Fig. 1: cell sizes after repair
Drawn at 4 px/um.
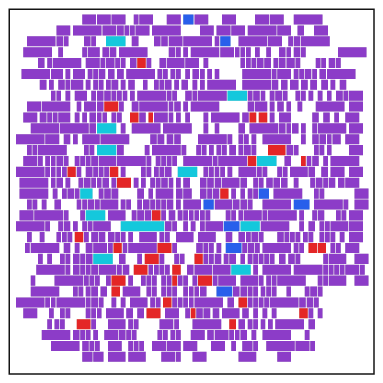
Fig. 2: routing congestion map
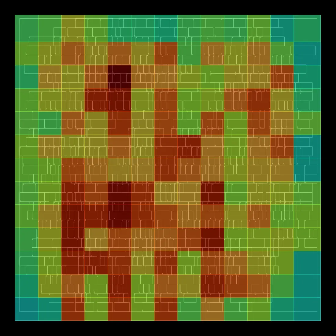
Fig. 3: cells colored by class
Drawn at 4 px/um. Fill, decap, tap and diode cells in gray.
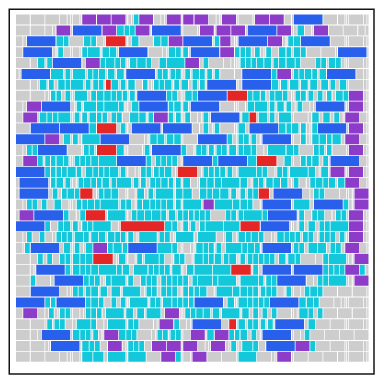
Fig. 4: logic cells by family
Drawn at 4 px/um.
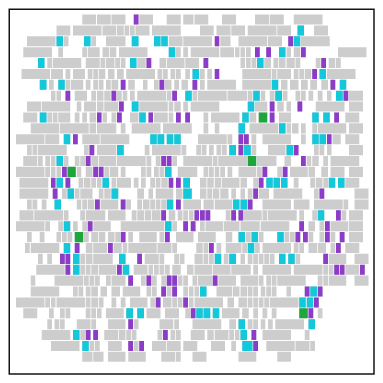
Fig. 5: met3 routing
Drawn at 4 px/um.
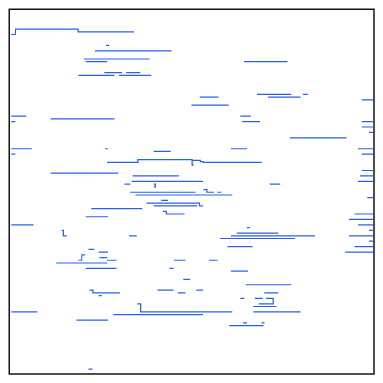
**config.mk**
```make
export PLATFORM = sky130hd
export DESIGN_NAME = clct_zone_busy_gen_flat
export DESIGN_NICKNAME = d
export VERILOG_FILES = /design/src/rtl/clct_zone_busy_gen_if.sv /design/src/rtl/clct_zone_busy_gen.sv /design/src/flat_wrapper.sv
export SDC_FILE = /design/constraint.sdc
export NUM_CORES = 1
export LEC_CHECK = 0
export ABC_AREA = 1
export CAP_MARGIN = 30
export CORE_UTILIZATION = 59
export DETAILED_ROUTE_END_ITERATION = 16
export HOLD_SLACK_MARGIN = 0.15
export MAX_ROUTING_LAYER = met4
export PLACE_DENSITY = 0.86
export SLEW_MARGIN = 15
export SYNTH_ARGS = -nofsm -noshare
export SYNTH_HDL_FRONTEND = slang
export SYNTH_SLANG_ARGS = --single-unit
```
**constraint.sdc**
```tcl
create_clock -name clock -period 3.9 [get_ports clock]
set_clock_uncertainty 0.2 [all_clocks]
set_input_delay 0.585 -clock clock [delete_from_list [all_inputs] [get_ports clock]]
set_output_delay 0.585 -clock clock [all_outputs]
set_load 0.03 [all_outputs]
```
**src/rtl/clct_zone_busy_gen_if.sv**
```systemverilog
// Sorter-side bundle for the CLCT zone busy generator: the sorter's best
// pattern/key/busy plus run-time settings in, busy mask and counters out.
interface clct_zone_busy_gen_if #(
  parameter int NZONE   = 7,
  parameter int MXKEYBX = 8,
  parameter int MXPATB  = 7,
  parameter int MXHOLDB = 4
);
  logic [MXPATB-1:0]  best_pat;
  logic [MXKEYBX-1:0] best_key;
  logic               best_bsy;
  logic [2:0]         hit_thresh;
  logic [MXHOLDB-1:0] hold_time;
  logic               trig_en;
  logic [NZONE-1:0]   bsy;
  logic               clct_accept;
  logic [2:0]         accept_zone;
  logic [15:0]        cnt_accept;
  logic [15:0]        cnt_blocked;

  // Sorter / stimulus side
  modport master (
    output best_pat, best_key, best_bsy, hit_thresh, hold_time, trig_en,
    input  bsy, clct_accept, accept_zone, cnt_accept, cnt_blocked
  );

  // Busy generator side
  modport slave (
    input  best_pat, best_key, best_bsy, hit_thresh, hold_time, trig_en,
    output bsy, clct_accept, accept_zone, cnt_accept, cnt_blocked
  );
endinterface

```
**src/rtl/clct_zone_busy_gen.sv**
```systemverilog
// Per-zone busy flag generator for the best-1-of-7 CLCT sorter. An accepted
// CLCT holds its 32-key zone (and an edge neighbour) busy for hold_time clocks.
module clct_zone_busy_gen #(
  parameter int NZONE   = 7,
  parameter int MXKEYB  = 5,
  parameter int MXKEYBX = 8,
  parameter int MXPATB  = 7,
  parameter int MXHOLDB = 4,
  parameter int EDGE    = 2
) (
  input logic                clock,
  input logic                reset_n,
  clct_zone_busy_gen_if.slave bus
);

  localparam logic [2:0]         LP_ZMAX = 3'(NZONE - 1);
  localparam logic [MXKEYB-1:0]  LP_KLO  = MXKEYB'(EDGE);
  localparam logic [MXKEYB-1:0]  LP_KHI  = MXKEYB'((1 << MXKEYB) - 1 - EDGE);
  localparam logic [MXHOLDB-1:0] LP_ONE  = MXHOLDB'(1);

  logic [2:0]                     w_hits;
  logic [2:0]                     w_zone;
  logic [MXKEYB-1:0]              w_key;
  logic                           w_accept;
  logic [NZONE-1:0]               w_load;
  logic [NZONE-1:0][MXHOLDB-1:0]  w_hc_dec;
  logic [NZONE-1:0][MXHOLDB-1:0]  w_hc_nxt;

  logic [NZONE-1:0][MXHOLDB-1:0]  r_hc;
  logic [NZONE-1:0]               r_bsy;
  logic                           r_clct_accept;
  logic [2:0]                     r_accept_zone;
  logic [15:0]                    r_cnt_accept;
  logic [15:0]                    r_cnt_blocked;

  assign w_hits = bus.best_pat[MXPATB-1 -: 3];
  assign w_zone = bus.best_key[MXKEYBX-1 -: 3];
  assign w_key  = bus.best_key[MXKEYB-1:0];

  // Accept qualification: enabled, not blocked, enough layers, legal zone
  always_comb begin
    w_accept = bus.trig_en && !bus.best_bsy && (w_hits >= bus.hit_thresh) &&
               (w_hits != 3'd0) && (w_zone <= LP_ZMAX);
  end

  // Zones to load: the originating zone plus the neighbour on a near edge
  always_comb begin
    w_load = '0;
    if (w_accept) begin
      for (int unsigned z = 0; z < NZONE; z++) begin
        if (3'(z) == w_zone)
          w_load[z] = 1'b1;
        if ((z > 0) && (3'(z - 1) == w_zone) && (w_key > LP_KHI))
          w_load[z] = 1'b1;
        if ((z < NZONE - 1) && (3'(z + 1) == w_zone) && (w_key < LP_KLO))
          w_load[z] = 1'b1;
      end
    end
  end

  // Next hold count: decrement toward zero; a load keeps whichever ends later,
  // so a retrigger can extend but never cut short an active hold
  always_comb begin
    w_hc_dec = '0;
    w_hc_nxt = '0;
    for (int unsigned z = 0; z < NZONE; z++) begin
      w_hc_dec[z] = (r_hc[z] != '0) ? (r_hc[z] - LP_ONE) : '0;
      w_hc_nxt[z] = w_hc_dec[z];
      if (w_load[z] && (bus.hold_time > w_hc_dec[z]))
        w_hc_nxt[z] = bus.hold_time;
    end
  end

  // Hold counters and busy flags; busy is taken from the next count so it
  // rises on the clock right after the accepting cycle
  always_ff @(posedge clock) begin
    if (!reset_n) begin
      r_hc  <= '0;
      r_bsy <= '0;
    end else begin
      r_hc <= w_hc_nxt;
      for (int unsigned z = 0; z < NZONE; z++)
        r_bsy[z] <= (w_hc_nxt[z] != '0);
    end
  end

  // Accept strobe, last accepted zone and saturating event counters
  always_ff @(posedge clock) begin
    if (!reset_n) begin
      r_clct_accept <= 1'b0;
      r_accept_zone <= '0;
      r_cnt_accept  <= '0;
      r_cnt_blocked <= '0;
    end else begin
      r_clct_accept <= w_accept;
      if (w_accept) begin
        r_accept_zone <= w_zone;
        if (r_cnt_accept != '1)
          r_cnt_accept <= r_cnt_accept + 16'd1;
      end
      if (bus.best_bsy && (r_cnt_blocked != '1))
        r_cnt_blocked <= r_cnt_blocked + 16'd1;
    end
  end

  assign bus.bsy         = r_bsy;
  assign bus.clct_accept = r_clct_accept;
  assign bus.accept_zone = r_accept_zone;
  assign bus.cnt_accept  = r_cnt_accept;
  assign bus.cnt_blocked = r_cnt_blocked;

endmodule

```
**src/flat_wrapper.sv**
```systemverilog
// flat-port wrapper written by rule: the top's interface ports become plain ports
module clct_zone_busy_gen_flat 
#(
  parameter int NZONE   = 7,
  parameter int MXKEYB  = 5,
  parameter int MXKEYBX = 8,
  parameter int MXPATB  = 7,
  parameter int MXHOLDB = 4,
  parameter int EDGE    = 2
)
  (clock, reset_n, bus_best_pat, bus_best_key, bus_best_bsy, bus_hit_thresh, bus_hold_time, bus_trig_en, bus_bsy, bus_clct_accept, bus_accept_zone, bus_cnt_accept, bus_cnt_blocked);
  clct_zone_busy_gen_if #(.NZONE(NZONE), .MXKEYBX(MXKEYBX), .MXPATB(MXPATB), .MXHOLDB(MXHOLDB)) bus_i ();
  input logic clock;
  input logic reset_n;
  input wire logic [$bits(bus_i.best_pat)-1:0] bus_best_pat;
  input wire logic [$bits(bus_i.best_key)-1:0] bus_best_key;
  input wire logic [$bits(bus_i.best_bsy)-1:0] bus_best_bsy;
  input wire logic [$bits(bus_i.hit_thresh)-1:0] bus_hit_thresh;
  input wire logic [$bits(bus_i.hold_time)-1:0] bus_hold_time;
  input wire logic [$bits(bus_i.trig_en)-1:0] bus_trig_en;
  output wire logic [$bits(bus_i.bsy)-1:0] bus_bsy;
  output wire logic [$bits(bus_i.clct_accept)-1:0] bus_clct_accept;
  output wire logic [$bits(bus_i.accept_zone)-1:0] bus_accept_zone;
  output wire logic [$bits(bus_i.cnt_accept)-1:0] bus_cnt_accept;
  output wire logic [$bits(bus_i.cnt_blocked)-1:0] bus_cnt_blocked;
  assign bus_i.best_pat = bus_best_pat;
  assign bus_i.best_key = bus_best_key;
  assign bus_i.best_bsy = bus_best_bsy;
  assign bus_i.hit_thresh = bus_hit_thresh;
  assign bus_i.hold_time = bus_hold_time;
  assign bus_i.trig_en = bus_trig_en;
  assign bus_bsy = bus_i.bsy;
  assign bus_clct_accept = bus_i.clct_accept;
  assign bus_accept_zone = bus_i.accept_zone;
  assign bus_cnt_accept = bus_i.cnt_accept;
  assign bus_cnt_blocked = bus_i.cnt_blocked;
  clct_zone_busy_gen #(.NZONE(NZONE), .MXKEYB(MXKEYB), .MXKEYBX(MXKEYBX), .MXPATB(MXPATB), .MXHOLDB(MXHOLDB), .EDGE(EDGE)) u_core (.clock(clock), .reset_n(reset_n), .bus(bus_i));
endmodule
```
==> flow_summary.json <==
{
  "cells_yosys": 740,
  "detail_route.vias_per_cell": 5.31,
  "cts.sinks": 71,
  "synthXorXnorAreaFrac_pct": 1.69,
  "post_cts_resize_count": 0,
  "topRoutingLayerUsed": "met4",
  "postRouteAntennaNets": 0,
  "cpLargestDelayFamily": "buffers and inverters",
  "criticalPathCategory": "in2reg",
  "final_gp_congestion": 0.923,
  "worstHoldPathCells": 2,
  "yosys_stat_area_mm2": 0.00465,
  "cts_inserted_buffers": 9,
  "grt_antenna_before_repair": 0,
  "common_cells": "208 x nand2_1, 105 x inv_1, 100 x nor2_1",
  "most-common-layout-cells": "208 x nand2_1, 105 x inv_1, 100 x nor2_1, 71 x dfxtp_1, 63 x clkdlybuf4s50_1",
  "worst_reg2reg_endpoint": "u_core.bus.bsy[0]$_SDFF_PN0_",
  "htree_depth": 3,
  "number_of_buffers_and_inverters_on_the_critical_path": 2,
  "flip_flop_count_of_the_largest_register_after_layout": 28,
  "multi_input_logic_cell_count": 548,
  "finalCritPeriodShare_pct": 71.8,
  "dp_hpwl_mm": 8.40,
  "yosysMostFrequentCell": "nand2_1",
  "skew_pair_late_insertion_delay_ps": 350,
  "drc": 0,
  "status": "finished clean",
  "ys_seq_share_pct": 30.6,
  "topCombFamilyByArea": "simple AND/OR/NAND/NOR gates",
  "finalCoreUtilization_pct": 72.4,
  "timing.final.crit_period_ps": 2800,
  "start_point_of_the_critical_path": "bus_hold_time[0]",
  "hp-start": "u_core.bus.cnt_accept[15]$_SDFFE_PN0P_",
  "first_iter_violations": 228,
  "number_of_sequential_cells": 71,
  "cellPowerDensity_mw_per_mm2": 398,
  "regArea_mm2": 0.00142,
  "chip_area_mm2": 0.00824,
  "grt_util_all_layers_pct": 29.5,
  "num-clock-buffers": 11,
  "chipWidth_um": 90.8,
  "timing.critical_path.arrival_ps": 2820,
  "flop_cell": "dfxtp_1",
  "timing.critical_path.from_type": "primary input",
  "first_pass_iters": 5,
  "detailroute.wirelength.met3_um": 662,
  "synth.cellmix.simpleShare_pct": 38.5,
  "place_inst": 897,
  "critical_path.most_common_cell": "nor2_1",
  "dominant-cell-class": "multi-input combinational cells",
  "cp-end-kind": "register",
  "clkSlewWorstSetupHoldPaths_ps": 80,
  "area.combinational_mm2": 0.00275,
  "clock_power_mw": 0.596,
  "cp_data_required_time_ps": 3920,
  "crit_fanout": 14,
  "ctsHoldBuffers": 0,
  "worst-r2r-cell-count": 13,
  "dominant_power_group": "sequential cells",
  "cp_cell_sequence": "clkdlybuf4s50_1 > clkinv_1 > ha_1 > nor2_1 > o21bai_1 > a21oi_1 > nand3_1 > nand2_1 > nand2_1 > nor2_1 > nor2_1",
  "rsz0062_at_grt": "no",
  "reg2reg_setup_slack_ps": 1430,
  "post_synth_instance_area_mm2": 0.00465,
  "met2RoutedLength_mm": 5.49,
  "post_synth_arst_share_pct": 0,
  "cts-root-to-sink-buffers": 2,
  "layout.nets": 865,
  "grt_max_degree": 50,
  "worst_hold_path_type": "reg2reg",
  "openroad.warnings": 31,
  "synth.top_cells.by_area": "dfxtp_1 31%, nand2_1 17%, ha_1 8.9%",
  "report.final.hold_viol_count": 0,
  "seq_power_share_pct": 37.5,
  "edf_count": 0,
  "insertedDiodeCount": 0,
  "filler_cell_count": 639,
  "hold_slack_ps": 300,
  "port-buffer-count": 63,
  "netlist-cell-type-count": 32,
  "non_clock_inverter_count": 110,
  "timing_worst_slew_pin_value_ps": 511,
  "floorplan.nets": 799,
  "crit-reg2reg-launch": "u_core.r_hc[0]$_SDFF_PN0_",
  "cp_num_cells": 11,
  "comb_cell_power_mw": 0.788,
  "reported_sequential_group_power_mw": 0.830,
  "vias_in_the_first_global_route": 4791,
  "postSynthCellCount": 740
}
## Picture notes: Fig. 1
[drive 1 or less] purple | cells: 757 | share: 93%
[drive 3 to 4] blue | cells: 8 | share: 0.99%
[drive 6 and up] cyan | cells: 12 | share: 1.5%
[drive 2] red | cells: 34 | share: 4.2%
layout overhead on the synthesized area: 19.7%
Post-Layout Inst Area: 0.00557 mm2
post-route setup slack: 1100 ps
number of signal-net buffers in the layout: 66

## Picture notes: Fig. 2
met1 track demand over resource in global routing: 32.6%
wire length per cell: 12.1 um
routing usage on met2: 52.3%

## Picture notes: Fig. 3
[flip-flops] blue | cells: 71 | share of their area: 26%
[other buffers and delay cells] purple | cells: 66 | share of their area: 12%
[clock drivers and dummy loads] red | cells: 16 | share of their area: 3.6%
[all other logic] cyan | cells: 658 | share of their area: 58%
cell row count: 32
placeable core region: 0.00769 mm2

## Picture notes: Fig. 4
[inverters] purple | cells: 110 | most used: inv_1 | where: spread over the die
[AND and OR gates] green | cells: 5 | most used: or2_2
[inverting AOI/OAI gates] cyan | cells: 90 | most used: a21oi_1 | where: spread over the die
most numerous logic cell after layout: nand2_1
non-filler cells in the finished layout: 913
multi-input logic portion of the cell area: 49.5%

## Picture notes: Fig. 5
share of all routed wire: 6.0%
nets with wire on the layer: 77
longest straight run: 23.9 um
main direction: horizontal
wire length on this layer: 662 um
via count of the routed design: 4852
global routing usage on met3: 3.96%
total wire length: 11.1 mm

